[src/rtl/perceptron_trainer_pkg.sv]
// Shared definitions for the perceptron trainer: Q4.12 format, FSM states and
// the 17-bit to 16-bit saturation helper.
package perceptron_trainer_pkg;

  localparam int unsigned QW = 16;
  localparam logic signed [QW-1:0] ONE = 16'sd4096;

  typedef enum logic [2:0] {
    ST_IDLE,
    ST_INIT,
    ST_REQ,
    ST_SETTLE,
    ST_EVAL,
    ST_UPDATE,
    ST_NEXT,
    ST_FIN
  } state_t;

  function automatic logic signed [QW-1:0] sat16(input logic signed [QW:0] v);
    if (v > 17'sd32767) begin
      return 16'sh7fff;
    end else if (v < -17'sd32768) begin
      return 16'sh8000;
    end else begin
      return v[QW-1:0];
    end
  endfunction

endpackage

[src/rtl/perceptron_trainer_weight_update.sv]
// Combinational perceptron learning rule for one weight:
// w_new = sat16(w +/- (x >>> LR_SHIFT)) depending on target/result disagreement.
module perceptron_trainer_weight_update
  import perceptron_trainer_pkg::*;
#(
  parameter int unsigned LR_SHIFT = 2
) (
  input  logic signed [QW-1:0] w,
  input  logic signed [QW-1:0] x,
  input  logic                 target,
  input  logic                 y,
  output logic signed [QW-1:0] w_new
);

  logic signed [QW:0] x_ext;
  logic signed [QW:0] w_ext;
  logic signed [QW:0] d;
  logic signed [QW:0] sum;

  // Step is computed in 17 bits so the add/subtract cannot wrap before saturation.
  always_comb begin
    x_ext = {x[QW-1], x};
    w_ext = {w[QW-1], w};
    d     = x_ext >>> LR_SHIFT;
    sum   = w_ext;
    if (target && !y) begin
      sum = w_ext + d;
    end else if (!target && y) begin
      sum = w_ext - d;
    end
    w_new = sat16(sum);
  end

endmodule

[src/rtl/perceptron_trainer.sv]
// Online trainer for a 2-input perceptron: loads initial weights, streams
// labelled samples through the perceptron and applies the learning rule on
// every misclassification until an error-free epoch or the epoch limit.
module perceptron_trainer
  import perceptron_trainer_pkg::*;
#(
  parameter int unsigned N_SAMPLES     = 4,
  parameter int unsigned MAX_EPOCHS    = 16,
  parameter int unsigned SETTLE_CYCLES = 4,
  parameter int unsigned LR_SHIFT      = 2
) (
  input  logic                 clk,
  input  logic                 rst,
  input  logic                 start,
  input  logic signed [QW-1:0] init_w1,
  input  logic signed [QW-1:0] init_w2,
  input  logic                 smp_valid,
  output logic                 smp_ready,
  input  logic signed [QW-1:0] smp_x1,
  input  logic signed [QW-1:0] smp_x2,
  input  logic                 smp_target,
  output logic signed [QW-1:0] p_in1,
  output logic signed [QW-1:0] p_in2,
  output logic signed [QW-1:0] p_w1_new,
  output logic signed [QW-1:0] p_w2_new,
  output logic                 p_w1_ld,
  output logic                 p_w2_ld,
  input  logic signed [QW-1:0] p_w1,
  input  logic signed [QW-1:0] p_w2,
  input  logic                 p_result,
  output logic                 busy,
  output logic                 done,
  output logic                 converged,
  output logic [4:0]           epoch_count,
  output logic [7:0]           err_count
);

  localparam int IW = (N_SAMPLES > 1) ? $clog2(N_SAMPLES) : 1;
  localparam int SW = (SETTLE_CYCLES > 1) ? $clog2(SETTLE_CYCLES) : 1;

  state_t               state;
  state_t               state_next;
  logic [IW-1:0]        idx;
  logic [SW-1:0]        settle_cnt;
  logic signed [QW-1:0] x1_q;
  logic signed [QW-1:0] x2_q;
  logic                 tgt_q;
  logic                 y_q;
  logic                 last_smp;
  logic                 settle_end;
  logic signed [QW-1:0] w1_upd;
  logic signed [QW-1:0] w2_upd;

  assign p_in1      = x1_q;
  assign p_in2      = x2_q;
  assign last_smp   = (idx == IW'(N_SAMPLES - 1));
  assign settle_end = (settle_cnt == SW'(SETTLE_CYCLES - 1));

  perceptron_trainer_weight_update #(.LR_SHIFT(LR_SHIFT)) u_upd_w1 (
    .w(p_w1), .x(x1_q), .target(tgt_q), .y(y_q), .w_new(w1_upd)
  );

  perceptron_trainer_weight_update #(.LR_SHIFT(LR_SHIFT)) u_upd_w2 (
    .w(p_w2), .x(x2_q), .target(tgt_q), .y(y_q), .w_new(w2_upd)
  );

  // State register.
  always_ff @(posedge clk) begin
    if (rst) begin
      state <= ST_IDLE;
    end else begin
      state <= state_next;
    end
  end

  // Next-state logic and state-decoded outputs.
  always_comb begin
    state_next = state;
    smp_ready  = 1'b0;
    p_w1_new   = '0;
    p_w2_new   = '0;
    p_w1_ld    = 1'b0;
    p_w2_ld    = 1'b0;
    busy       = (state != ST_IDLE);
    done       = 1'b0;
    case (state)
      ST_IDLE:   if (start) state_next = ST_INIT;
      ST_INIT: begin
        p_w1_new   = init_w1;
        p_w2_new   = init_w2;
        p_w1_ld    = 1'b1;
        p_w2_ld    = 1'b1;
        state_next = ST_REQ;
      end
      ST_REQ: begin
        smp_ready = 1'b1;
        if (smp_valid) state_next = ST_SETTLE;
      end
      ST_SETTLE: if (settle_end) state_next = ST_EVAL;
      ST_EVAL:   state_next = (y_q == tgt_q) ? ST_NEXT : ST_UPDATE;
      ST_UPDATE: begin
        p_w1_new   = w1_upd;
        p_w2_new   = w2_upd;
        p_w1_ld    = 1'b1;
        p_w2_ld    = 1'b1;
        state_next = ST_NEXT;
      end
      ST_NEXT: begin
        if (!last_smp) begin
          state_next = ST_REQ;
        end else if (err_count == '0) begin
          state_next = ST_FIN;
        end else if (epoch_count == 5'(MAX_EPOCHS - 1)) begin
          state_next = ST_FIN;
        end else begin
          state_next = ST_REQ;
        end
      end
      ST_FIN: begin
        done       = 1'b1;
        state_next = ST_IDLE;
      end
      default: state_next = ST_IDLE;
    endcase
  end

  // Sample latches, settle timer, sample index and run statistics.
  always_ff @(posedge clk) begin
    if (rst) begin
      idx         <= '0;
      settle_cnt  <= '0;
      x1_q        <= '0;
      x2_q        <= '0;
      tgt_q       <= 1'b0;
      y_q         <= 1'b0;
      converged   <= 1'b0;
      epoch_count <= '0;
      err_count   <= '0;
    end else begin
      case (state)
        ST_IDLE: begin
          if (start) begin
            converged   <= 1'b0;
            epoch_count <= '0;
            err_count   <= '0;
            idx         <= '0;
          end
        end
        ST_REQ: begin
          if (smp_valid) begin
            x1_q       <= smp_x1;
            x2_q       <= smp_x2;
            tgt_q      <= smp_target;
            settle_cnt <= '0;
          end
        end
        ST_SETTLE: begin
          if (settle_end) begin
            y_q <= p_result;
          end else begin
            settle_cnt <= settle_cnt + 1'b1;
          end
        end
        ST_EVAL: begin
          if ((y_q != tgt_q) && (err_count != 8'hff)) begin
            err_count <= err_count + 8'd1;
          end
        end
        ST_NEXT: begin
          if (!last_smp) begin
            idx <= idx + 1'b1;
          end else begin
            epoch_count <= epoch_count + 5'd1;
            if (err_count == '0) begin
              converged <= 1'b1;
            end else if (epoch_count != 5'(MAX_EPOCHS - 1)) begin
              err_count <= '0;
              idx       <= '0;
            end
          end
        end
        default: ;
      endcase
    end
  end

endmodule
[config.mk]
export PLATFORM = sky130hd
export DESIGN_NAME = perceptron_trainer
export DESIGN_NICKNAME = d
export VERILOG_FILES = /design/src/rtl/perceptron_trainer_pkg.sv /design/src/rtl/perceptron_trainer_weight_update.sv /design/src/rtl/perceptron_trainer.sv
export SDC_FILE = /design/constraint.sdc
export NUM_CORES = 1
export LEC_CHECK = 0
export CAP_MARGIN = 5
export CORE_UTILIZATION = 45
export CTS_CLUSTER_DIAMETER = 100
export DETAILED_ROUTE_END_ITERATION = 7
export PLACE_DENSITY = 0.82
export RECOVER_POWER = 100
export SLEW_MARGIN = 40
export SYNTH_ARGS = -nofsm -noshare
export SYNTH_HDL_FRONTEND = slang
export SYNTH_SLANG_ARGS = --single-unit
export TNS_END_PERCENT = 100
[constraint.sdc]
create_clock -name clk -period 11.5 [get_ports clk]
set_clock_uncertainty 0.2 [all_clocks]
set_input_delay 2.3 -clock clk [delete_from_list [all_inputs] [get_ports clk]]
set_output_delay 2.3 -clock clk [all_outputs]
set_load 0.02 [all_outputs]
==> results_slide.txt, run 1 <==
Run Summary

Run status
  – Outcome: finished with violations
  – Failing checks: capacitance limit, slew limit

Setup path
  – CP Max Fanout: 15
  – Crit path kind: in2out
  – Worst setup SP type: input pin
  – Depth of the most critical reg-to-reg path: 5
  – Crit path buf inv count: 2
  – R2r startpoint: state[2]
  – Worst reg2reg setup slack: 8.49 ns
  – CP delay by family, top: AND-OR/OR-AND gates
  – Crit path top cell by count: o21ai_0
  – Worst EP arrival: ~7.4 ns
  – Crit-path cells: clkdlybuf4s50_1 -> ha_1 -> o21bai_1 -> a211oi_1 -> o21ai_0 -> a21oi_1 -> o21ai_0 -> a311o_1 -> o21ai_0 -> o211ai_2 -> dlygate4sd3_1
  – Worst path max stage delay: ~1.7 ns
  – Slowest stage cell, crit path: o21ai_0
  – FF-to-FF End: p_in1[11]
  – Setup crit end kind: output port
  – Worst Path Required: roughly 9.0 ns

Yosys
  – # Cells Yosys: 917
  – Synthesized cell area: 0.00671 mm²
  – Yosys reg bits: 55
  – Distinct lib cells: roughly 87
  – Seq/Total Area, Yosys: 16.4%
  – Most common cell in the netlist: nand2_1
  – Mux area share: 1.85%
  – Leading cell types by count after synthesis: 128 x nand2_1, 102 x a21oi_1, 79 x nor2_1
  – Syn avg cell area: 7.32 µm²
  – Syn. warnings: 0
  – Compound Share, Synth: 30.2%
  – Area leader, netlist: dfxtp_1
  – Main logic family: AND-OR/OR-AND gates
  – Top-area cell share: 16.4%
  – Cells after synthesis: 917
  – Nets at Floorplan: 1095
  – Post-synth ARST share: 0%
  – Post-synth EDFFs: 0
  – Xor+xnor area frac: under 10%
  – Most used DFF post-synth: dfxtp_1
  – Top area cell types: dfxtp_1 16%, ha_1 13%, a21oi_1 7.6%, nand2_1 7.2%, nor2_1 4.4%
  – Yosys adder share: 14.8%
  – Simple Share, Synth: 22.5%
  – Post-synth area from yosys stat: ~0.0067 mm²

Power
  – Sw power: 0.476 mW
  – Worst vdd ir: about 0.00011 V
  – Pint: 0.568 mW
  – Max power group: combinational cells
  – Clock power frac: 14.5%
  – Sw frac: a little under half
  – Leak Pwr: 3.50 nW
  – PwrDens: around 120 mW/mm²
  – Reg power frac: 24.5%
  – Clock-net power: approximately 0.15 mW
  – Combinational fraction of design power: 60.9%
  – Power in sequential cells: roughly 0.26 mW
  – Tot Pwr: 1.04 mW
  – P_comb: between 0.6 and 0.7 mW

CTS
  – Post-CTS Setup Repair Bufs: 0
  – Worst-case clock buffer depth: 2
  – CTS root buf: clkbuf_16
  – Reg clk slew, reported paths: ~0.07 ns
  – CTS tree: done
  – PostCTS Resize Cnt: 0
  – Worst-Skew Late Latency: 0.29 ns
  – H-tree lvl count: 2
  – Hold buffer count at cts: 0
  – Clk sinks: 55
  – CTS Buf Count: 5

Hold path
  – Worst Hold End: p_in2[0]
  – Worst Hold Depth: 2
  – HP Class: reg2reg
  – HP Start: p_in2[0]

STA
  – Least-Margin Pin Slew: 2.16 ns
  – Final Hold Vio Count: 0
  – Min cycle time layout: 9.91 ns
  – Setup TNS: 0 ns
  – Slew HR: -45.6%
  – RSZ-0062 raised after global routing: no
  – Peak Freq: 101 MHz
  – Part of the cycle the worst path needs: 86.2%
  – Final setup fails: 0
  – Max-slew violation count: between 60 and 70

Route
  – Drt first pass iters: 5
  – DR DRC count: 0
  – Vias per cell: approximately 5.8
  – Final antenna-violating net count: 0
  – Drt initial violations: 517

GRT
  – Total grt overflow: 0
  – First-pass GRT wire length: around 32 mm
  – Pin count of the biggest net entering global routing: 48
  – Initial antenna violation count: 0
  – Vias in the first global route: ~6500

Floorplan
  – Core region area: between 0.01 and 0.015 mm²
  – Die height: 124 µm
  – Cell Rows: 44
  – Total die size: around 0.015 mm²
  – Initial core utilization: between 40% and 50%
  – IO Pins: between 150 and 200
  – Die Span X: 124 µm

Place
  – Port bufs: 184
  – DPL Wire Length: roughly 16 mm
  – RePlAce Congestion: 1.00

Cells and area
  – Syn-to-layout area delta: 27.6%
  – Diodes inserted: 0
  – Share of cells above drive strength 1: 4.16%
  – Top cell excl fill/tap: nand2_1
  – Final Net Count: 1234
  – Most frequent cells in the layout: 128 x nand2_1, 108 x clkdlybuf4s50_1, 102 x a21oi_1

Flow run
  – Maxcap violations: 3
  – Tool warning count: 60
==> run 1: per-layer routing <==
layer / wire (µm) / global-route usage [%]
met1: 9410 / 35.6
met2: 9590 / 43.9
met3: 1500 / 4.49
met4: 254 / 6.18
met5: 0 / 0
==> run 1: through the flow <==
stage | setup slack [ns] | std cells | util (%) | cell area [µm²] | hold WS [ns]
after floorplan | 4.02 | 917 | - | 6710 | 0.254
after global placement | 2.75 | 1233 | 58.0 | 8440 | 0.241
after detailed placement | 2.62 | 1233 | 58.1 | 8440 | 0.250
after CTS | 2.60 | 1241 | 59.1 | 8590 | 0.260
after global routing | 1.19 | 1241 | 58.9 | 8560 | 0.280
final | 1.59 | 1241 | 58.9 | 8560 | 0.253
==> run 1: worst max-delay path by stage <==
stage / to / cells after the start / slack (ns) / from
2_1_floorplan: p_w1_new[0] / 11 / 4.02 / p_w1[0]
3_3_place_gp: p_w1_new[13] / 13 / 2.75 / p_w1[0]
3_5_place_dp: p_w1_new[6] / 13 / 2.62 / p_w1[0]
4_1_cts: p_w1_new[13] / 13 / 2.60 / p_w1[0]
5_1_grt: p_w2_new[13] / 13 / 1.19 / p_w2[0]
6_report: p_w2_new[4] / 11 / 1.59 / p_w2[2]
==> run 1: sequential cells by signal, summed over array words and instances (netlist names) <==
name / count
settle_cnt: 2
idx: 2
state: 3
y_q: 1
p_in2: 16
p_in1: 16
epoch_count: 5
err_count: 8
tgt_q: 1
converged: 1
==> run 1: cell type report <==
type	count	area, µm²
Fill cell	1404	5970
Multi-Input combinational cell	741	4960
Timing Repair Buffer	191	1890
Sequential cell	55	1100
Inverter	62	233
Tap cell	184	230
Clock buffer	5	125
Clock inverter	3	25.0
**Run 1: routed metal per tile**

25 x 25 tiles, from black (low) to pale yellow (high), scaled to the fullest tile. Values are wire area over tile area, all layers added.
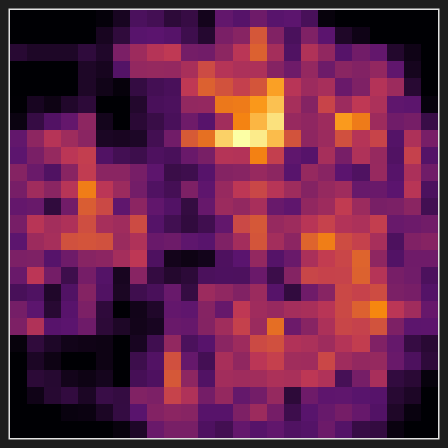
nearly empty tiles = 9.8%
fullest tile = 0.73
mean over tiles = 0.22
densest ninth of the die = top middle

**Run 1: signal wires on met1**

Supply wires on this layer in gray.
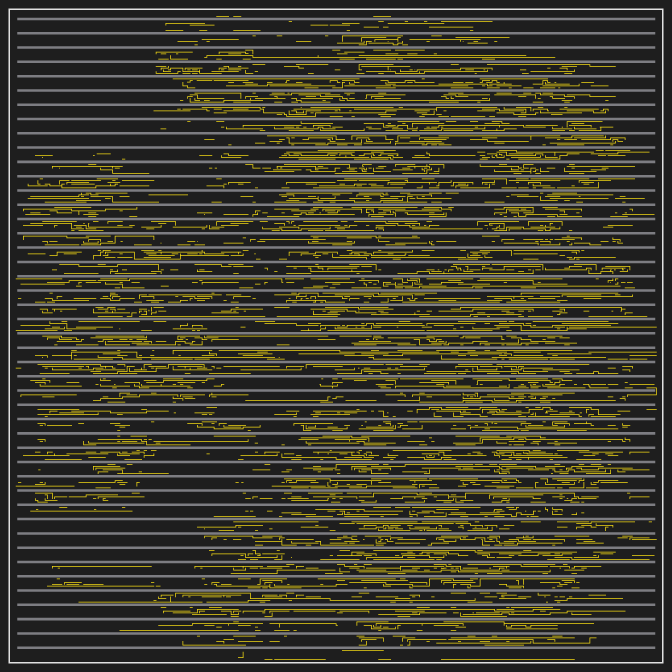
share of all routed wire = 45%
nets with wire on the layer = 1082
met1 Resource Use GR: 35.6%
total routed wirelength: 20.8 mm
routed vias: 7136

**Run 1: signal wires by layer**

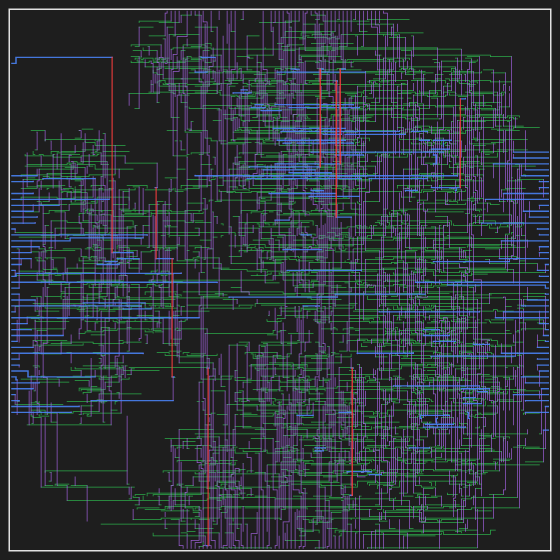
met3 -> blue  # wire length 1500 µm
met2 -> purple  # wire length 9590 µm
met1 -> green  # wire length 9410 µm
met4 -> red  # wire length 254 µm
Tot GR Track Use: 26.5%
WL/cell: 16.7 µm

**Run 1: placed cells, one color a class**

The bar under the picture is 20 µm long. Fill, decap, tap and diode cells in gray.
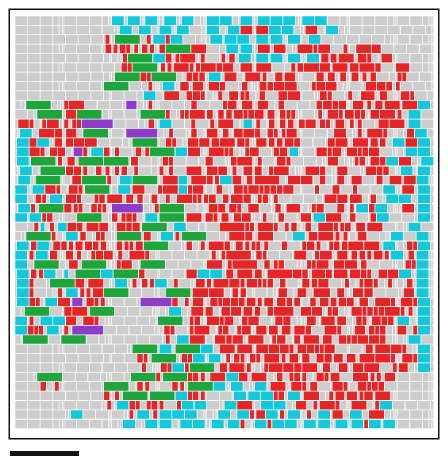
all other logic -> red  # cells 803, share of their area 62%
clock drivers and dummy loads -> purple  # cells 8, share of their area 1.8%
flip-flops -> green  # cells 55, share of their area 13%
other buffers and delay cells -> cyan  # cells 191, share of their area 23%

**Run 1: placement view**

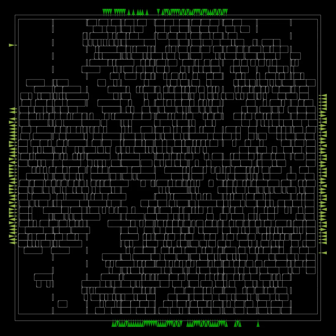

--- run 2 (diff from run 1) ---
--- a/config.mk
+++ b/config.mk
@@ -9,6 +9,7 @@
 export CORE_UTILIZATION = 45
 export CTS_CLUSTER_DIAMETER = 100
 export DETAILED_ROUTE_END_ITERATION = 7
+export MAX_ROUTING_LAYER = met4
 export PLACE_DENSITY = 0.82
 export RECOVER_POWER = 100
 export SLEW_MARGIN = 40
**Run 2: placement view**

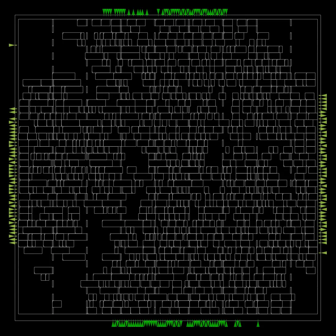
core region area: 0.0145 mm²
Tap Cells: 184
flop share of the area: 12.8%
Cell Rows: 44
Final Util: 59.1%

**Run 2: placed cells, one color a class**

The bar under the picture is 20 µm long. Fill, decap, tap and diode cells in gray.
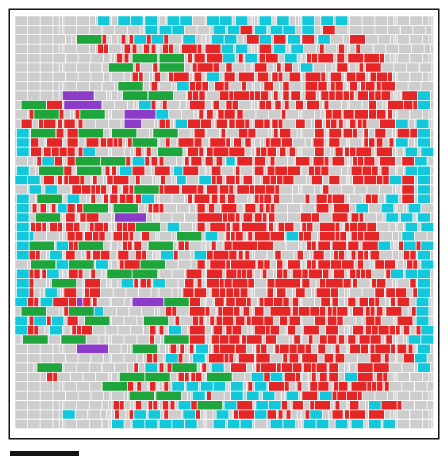
all other logic -> red  # cells 803, share of their area 62%
flip-flops -> green  # cells 55, share of their area 13%
other buffers and delay cells -> cyan  # cells 190, share of their area 23%
clock drivers and dummy loads -> purple  # cells 8, share of their area 2.1%
Final Instance Area: 0.00858 mm²

**Run 2: signal wires on met1**

Supply wires on this layer in gray.
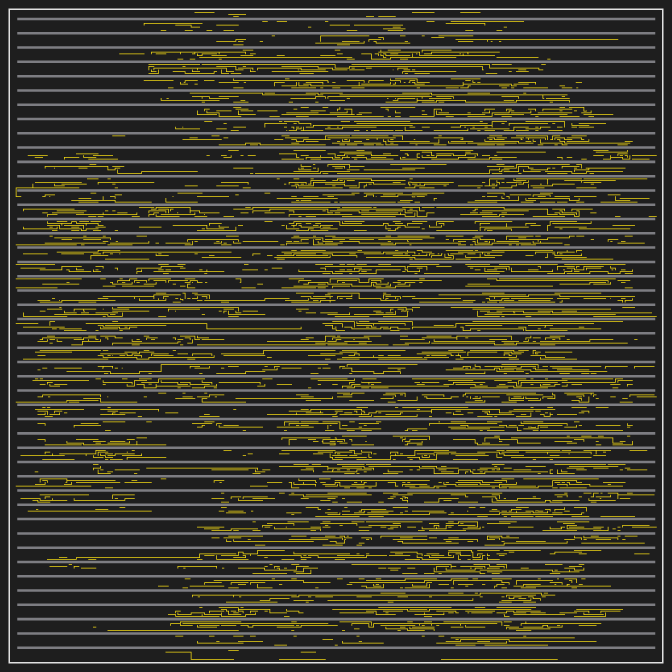
share of all routed wire = 45%
longest straight run = 34.5 µm
total routed wirelength: 20.8 mm
routed vias: 7128

==> run 2 against run 1 <==
Compared with the run above: the flow still finishes with violations (capacitance limit, slew limit); non-clock buffer count shrank 1; wire length is essentially flat; synthesized cell count is the same; utilization grew 0.16 points; via count shrank 0.11%; die area is the same; clock power grew 16%; final area grew 0.26%; critical endpoint is now p_w2_new[9]; largest cell class unchanged; largest power group unchanged.
==> results_slide.txt, run 2 <==
Run Summary

Place
  – # placed instances: 1232
  – Port bufs: 184
  – RePlAce Congestion: between 0.9 and 1
  – DPL Wire Length: approximately 16 mm

Flow run
  – Tool warning count: 60
  – Maxcap violations: 3

Setup path
  – R2r startpoint: err_count[0]
  – Worst EP arrival: around 7.6 ns
  – FF-to-FF End: err_count[6]
  – Depth of the most critical reg-to-reg path: 10
  – Worst setup path startpoint: p_w2[2]
  – Worst setup SP type: input pin
  – Setup crit end kind: output port
  – Crit path kind: in2out
  – CP endpoint: p_w2_new[9]
  – Worst Path Required: about 9 ns
  – CP Max Fanout: 15
  – Worst reg2reg setup slack: around 8.9 ns

STA
  – Setup TNS: 0 ns
  – Peak Freq: roughly 99 MHz
  – Final Hold Vio Count: 0
  – Slew HR: -53.1%
  – Max-slew violation count: between 50 and 60
  – Part of the cycle the worst path needs: a little under 90%
  – Final setup fails: 0
  – Least-Margin Pin Slew: 2.27 ns
  – Min cycle time layout: 10.08 ns
  – Hold slack: 0.253 ns
  – RSZ-0062 raised after global routing: no

Floorplan
  – Die Span X: 124 µm
  – Initial core utilization: roughly 46%
  – Die height: 124 µm
  – Total die size: 0.0154 mm²
  – IO Pins: 185

Yosys
  – Yosys reg bits: approximately 55
  – Most common cell in the netlist: nand2_1
  – Top area cell types: dfxtp_1 16%, ha_1 13%, a21oi_1 7.6%, nand2_1 7.2%, nor2_1 4.4%
  – Leading cell types by count after synthesis: 128 x nand2_1, 102 x a21oi_1, 79 x nor2_1
  – Syn avg cell area: 7.32 µm²
  – Seq/Total Area, Yosys: 16.4%
  – Synthesized cell area: 0.00671 mm²
  – Cells after synthesis: 917
  – Distinct lib cells: 87
  – Post-synth EDFFs: 0
  – # Cells Yosys: 917
  – Nets at Floorplan: around 1100
  – Post-synth ARST share: 0%
  – Post-synth area from yosys stat: 0.00671 mm²
  – Most used DFF post-synth: dfxtp_1
  – Area leader, netlist: dfxtp_1
  – Top-area cell share: 16.4%
  – Syn. warnings: 0

GRT
  – Vias in the first global route: 6549
  – Tot GR Track Use: between 20% and 30%
  – Initial antenna violation count: 0
  – Total grt overflow: 0
  – Pin count of the biggest net entering global routing: approximately 48
  – First-pass GRT wire length: 32.8 mm

Route
  – Drt first pass iters: 5
  – Drt initial violations: about 500
  – WL/cell: 16.7 µm
  – DR DRC count: 0
  – Vias per cell: 5.75
  – Final antenna-violating net count: 0

CTS
  – Reg clk slew, reported paths: 0.07 ns
  – PostCTS Resize Cnt: 0
  – CTS tree: done
  – H-tree lvl count: 2
  – Hold buffer count at cts: 0
  – CTS Buf Count: 5
  – CTS root buf: clkbuf_16
  – Worst-case clock buffer depth: 2
  – Post-CTS Setup Repair Bufs: 0
  – Clk sinks: 55
  – Worst-Skew Late Latency: 0.29 ns

Run status
  – Failing checks: capacitance limit, slew limit
  – Outcome: finished with violations

Power
  – Leak Pwr: approximately 3.5 nW
  – PwrDens: roughly 120 mW/mm²
  – Worst vdd ir: approximately 0.00016 V

Hold path
  – Worst Hold Depth: 2
  – HP Class: reg2reg
  – Worst Hold End: p_in1[1]
  – HP Start: p_in1[1]

Cells and area
  – Final Net Count: 1233
  – Top cell excl fill/tap: nand2_1
  – Syn-to-layout area delta: 27.9%
  – Share of cells above drive strength 1: 4.26%
  – Diodes inserted: 0
  – Most frequent cells in the layout: 128 x nand2_1, 106 x clkdlybuf4s50_1, 102 x a21oi_1
  – Finished Layout Cells: 1240
[run 2: cell count changes in the layout (fill, tap and decap cells not counted), sizes merged]
cell | before | now
dlygate4sd3 | 76 | 78
clkinv | 2 | 1
clkinvlp | 1 | 0
clkdlybuf4s50 | 108 | 106
bufinv | 0 | 1
[run 2: per-layer routing]
metal	share of wire (%)	track usage (%)	up-vias
li1	-	-	3532
met1	45	37.0	3278
met2	45	43.5	293
met3	7.8	3.98	25
met4	1.9	7.89	0
met5	0	-	-
[run 2: final cells by class]
class,instances,area [µm²]
clock buffer,6,139
timing repair buffer,190,1880
inverter,62,233
multi-input combinational,741,4960
fill,1370,5950
sequential,55,1100
clock inverter,2,35.0
tap,184,230
[run 2: per-stage QoR]
step / setup slack [ns] / cell area (µm²) / total power [mW]
finish: 1.42 / 8580 / 1.07
global route: 1.19 / 8580 / 1.14
floorplan: 4.02 / 6710 / 0.686
detailed placement: 2.63 / 8440 / 0.911
CTS: 2.62 / 8610 / 1.09
global placement: 2.76 / 8430 / 0.903
[run 2: kinds of logic after synthesis]
group | after synthesis | share of synthesized area [%]
and+or+nand+nor | 319 | 22.5
DFF | 55 | 16.4
adders and majority gates | 77 | 14.8
AOI/OAI and AO/OA | 296 | 30.2
buffers and inverters | 121 | 9.44
muxes | 12 | 1.85
xor gates and xnor gates | 37 | 4.83
[run 2: critical path, cell delays in order]
cell and delay [ns]:
clkdlybuf4s50_1 0.52, ha_1 0.47, o21bai_1 0.12, a211oi_1 0.32, o21ai_0 0.18, a21oi_1 0.30
o21ai_0 0.14, a311o_1 0.44, o21ai_0 1.76, o311ai_1 0.27, dlygate4sd3_1 0.75
[run 2: report_power, final]
part | total, mW | switching (mW) | internal, mW
sequential | 0.255 | 0.0417 | 0.213
clock | 0.177 | 0.0682 | 0.108
combinational | 0.635 | 0.363 | 0.272
**Run 2: signal wires by layer**

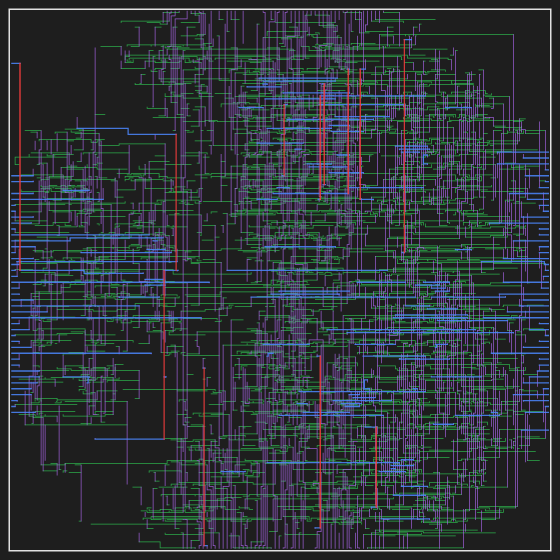

--- run 3 (diff from run 2) ---
--- a/config.mk
+++ b/config.mk
@@ -6,6 +6,7 @@
 export NUM_CORES = 1
 export LEC_CHECK = 0
 export CAP_MARGIN = 5
+export CORE_MARGIN = 2
 export CORE_UTILIZATION = 45
 export CTS_CLUSTER_DIAMETER = 100
 export DETAILED_ROUTE_END_ITERATION = 7
**Run 3: signal wires by layer**

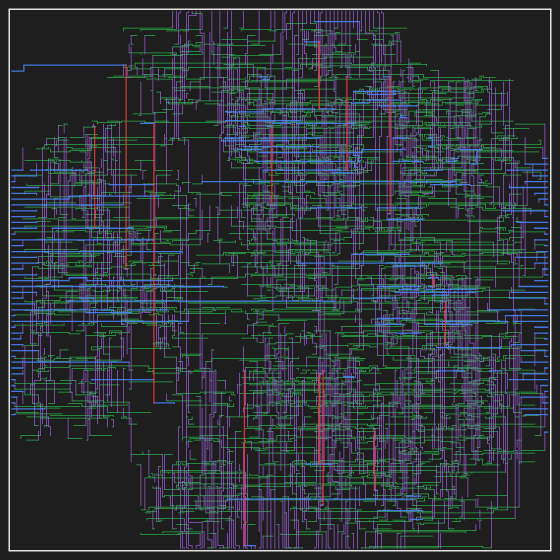
met2 -> purple  # wire length 9530 µm
met1 -> green  # wire length 9620 µm
met4 -> red  # wire length 345 µm
met3 -> blue  # wire length 1470 µm

**Run 3: placement view**

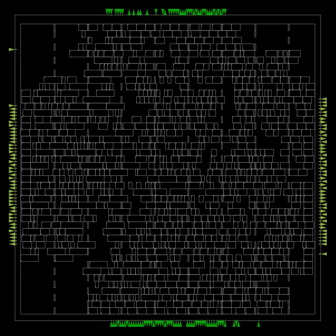
registers: 55
flop share of the area: 12.8%
fillers: 1371

==> run 3 against run 2 <==
Compared with the run above: the flow still finishes with violations (capacitance limit, slew limit); global-route usage down 1.6 points; utilization barely moved; power decreased by 0.16%; final area hardly changed; clock power about the same; sequential power barely moved; area after synthesis is the same; critical path type unchanged; largest cell class unchanged.
==> results_slide.txt, run 3 <==
Run Summary

Run status
  – Outcome: finished with violations
  – Failing checks: capacitance limit, slew limit

Setup path
  – R2r startpoint: state[2]
  – Crit path kind: in2out
  – Crit-path cells: clkdlybuf4s50_1 -> ha_1 -> o21bai_1 -> a211oi_1 -> o21ai_0 -> a21oi_1 -> o21ai_0 -> a311o_1 -> o21ai_0 -> o311ai_1 -> dlygate4sd3_1
  – Worst path max stage delay: 1.66 ns
  – Worst Path Required: ~9.0 ns
  – Depth of the most critical reg-to-reg path: 6
  – CP Max Fanout: 15
  – Worst setup SP type: input pin
  – Slowest stage cell, crit path: o21ai_0
  – Worst setup path startpoint: p_w2[2]
  – Crit path top cell by count: o21ai_0
  – Worst reg2reg setup slack: 8.30 ns
  – CP endpoint: p_w2_new[13]
  – FF-to-FF End: settle_cnt[0]
  – Setup crit end kind: output port
  – Worst EP arrival: about 7.5 ns

STA
  – Max-slew violation count: 30
  – Final setup fails: 0
  – Min cycle time layout: 9.99 ns
  – Final Hold Vio Count: 0
  – Setup slack after layout: 1.51 ns
  – Setup TNS: 0 ns
  – Slew HR: -44.5%
  – Least-Margin Pin Slew: 2.15 ns
  – RSZ-0062 raised after global routing: no
  – Peak Freq: 100 MHz
  – Part of the cycle the worst path needs: 86.9%

Floorplan
  – Initial core utilization: 46.2%
  – Die Span X: approximately 130 µm
  – IO Pins: 185
  – Die height: approximately 130 µm
  – Cell Rows: around 44
  – Core region area: around 0.015 mm²
  – Total die size: 0.0159 mm²

Hold path
  – HP Class: reg2reg
  – Worst Hold Depth: 2
  – Worst Hold End: p_in1[0]
  – HP Start: p_in1[0]

Route
  – DR WL met3: 1.47 mm
  – DR DRC count: 0
  – WL/cell: 16.9 µm
  – Final antenna-violating net count: 0
  – Vias per cell: approximately 5.7
  – Top layer in use: met4
  – Drt first pass iters: 5
  – WL met1: a little under 10 mm
  – Drt initial violations: 502
  – Routed vias: about 7100
  – Total routed wirelength: 21.0 mm
  – WL met2: 9.53 mm

GRT
  – Pin count of the biggest net entering global routing: between 40 and 50
  – Initial antenna violation count: 1
  – First-pass GRT wire length: 33.6 mm
  – Vias in the first global route: 6698
  – Tot GR Track Use: 26.2%
  – Total grt overflow: 0

Yosys
  – Syn avg cell area: 7.32 µm²
  – Post-synth ARST share: 0%
  – Post-synth EDFFs: 0
  – Syn. warnings: 0
  – Leading cell types by count after synthesis: 128 x nand2_1, 102 x a21oi_1, 79 x nor2_1
  – Yosys reg bits: 55
  – Distinct lib cells: 87
  – Synthesized cell area: 0.00671 mm²
  – Most common cell in the netlist: nand2_1
  – Top area cell types: dfxtp_1 16%, ha_1 13%, a21oi_1 7.6%, nand2_1 7.2%, nor2_1 4.4%
  – Cells after synthesis: 917
  – Top-area cell share: 16.4%
  – # Cells Yosys: roughly 920
  – Nets at Floorplan: 1095
  – Post-synth area from yosys stat: around 0.0067 mm²
  – Seq/Total Area, Yosys: 16.4%
  – Area leader, netlist: dfxtp_1
  – Most used DFF post-synth: dfxtp_1

Power
  – Pint: 0.586 mW
  – PwrDens: between 100 and 150 mW/mm²
  – Reg power frac: 23.9%
  – Leak Pwr: 3.52 nW
  – Clock power frac: 16.5%
  – Sw power: 0.478 mW
  – Sw frac: between 40% and 50%
  – Worst vdd ir: 0.000104 V
  – Combinational fraction of design power: 59.6%

CTS
  – Worst-Skew Late Latency: 0.29 ns
  – CTS root buf: clkbuf_16
  – PostCTS Resize Cnt: 0
  – Post-CTS Setup Repair Bufs: 0
  – H-tree lvl count: 2
  – Clk sinks: approximately 55
  – CTS Buf Count: 5
  – Hold buffer count at cts: 0
  – Worst-case clock buffer depth: 2
  – Reg clk slew, reported paths: 0.07 ns
  – CTS tree: done

Place
  – DPL Wire Length: 16.3 mm
  – RePlAce Congestion: 1.02
  – Post-place setup slack: 2.63 ns
  – Port bufs: 184

Flow run
  – Tool warning count: ~60
  – Maxcap violations: 3

Cells and area
  – Comb. cell area: between 0.004 and 0.005 mm²
  – Share of cells above drive strength 1: 4.07%
  – Top cell excl fill/tap: nand2_1
  – Register area: 0.00110 mm²
  – Final Net Count: 1234
  – Most frequent cells in the layout: 128 x nand2_1, 103 x clkdlybuf4s50_1, 102 x a21oi_1
  – Syn-to-layout area delta: 27.9%
**Run 3: placed cells, one color a class**

The bar under the picture is 50 µm long. Fill, decap, tap and diode cells in gray.
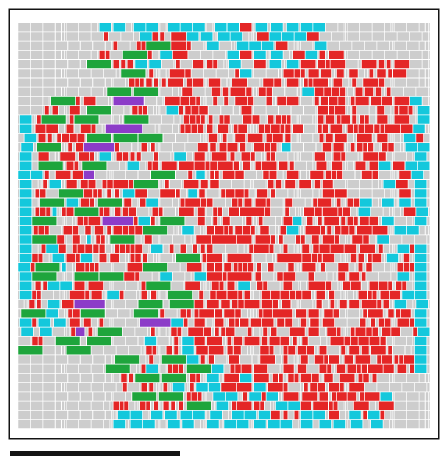
other buffers and delay cells -> cyan  # cells 191, share of their area 23%
flip-flops -> green  # cells 55, share of their area 13%
clock drivers and dummy loads -> purple  # cells 8, share of their area 2.1%
all other logic -> red  # cells 803, share of their area 62%
Final Instance Area: 0.00858 mm²
Final Util: 59.0%

run 3: cell counts after synthesis:
No cell type changed its count.
run 3: final cells by class:
class / instances / share of cell area (%)
Clock inverter: 3 / 0.539
Clock buffer: 5 / 1.46
Sequential cell: 55 / 12.8
Inverter: 62 / 2.71
Multi-Input combinational cell: 741 / 57.8
Timing Repair Buffer: 191 / 21.9
Antenna cell: 1 / 0.0292
Tap cell: 184 / 2.68
run 3: routing by layer:
layer | vias to the layer above | GRT usage (%)
met2 | 254 | 41.7
met5 | - | -
li1 | 3534 | -
met1 | 3277 | 34.5
met4 | 0 | 6.79
met3 | 29 | 4.38
run 3: through the flow:
stage          cells  hold WS (ns)  utilization [%]  area, µm²  total power, mW
4_1_cts         1241         0.256             59.3       8610             1.09
5_1_grt         1242         0.264             59.0       8580             1.14
3_3_place_gp    1233         0.241             58.0       8440            0.905
3_5_place_dp    1233         0.246             58.1       8440            0.912
2_1_floorplan    917         0.254                -       6710            0.686
6_report        1242         0.251             59.0       8580             1.06
run 3: cell families after synthesis:
family | after synthesis | share of synthesized area, %
simple gates | 319 | 22.5
compound gates | 296 | 30.2
flops | 55 | 16.4
xor+xnor | 37 | 4.83
buf+inv | 121 | 9.44
fa+ha+maj | 77 | 14.8
mux | 12 | 1.85
run 3: worst max-delay path, delay by kind of cell:
family                   cells  cell delay [ns]
AND-OR/OR-AND                8             3.49
buffers and inverters        2             1.23
adder cells (fa/ha/maj)      1             0.46
run 3: power groups by stage:
stage                     registers [mW]  clock network, mW  logic, mW
after floorplan                    0.258                  0      0.427
after global placement             0.258                  0      0.647
after detailed placement           0.259                  0      0.653
after CTS                          0.255              0.179      0.658
after global routing               0.260              0.187      0.692
final                              0.255              0.175      0.634
No activity file was given, so power comes from the tool's default toggle rates.
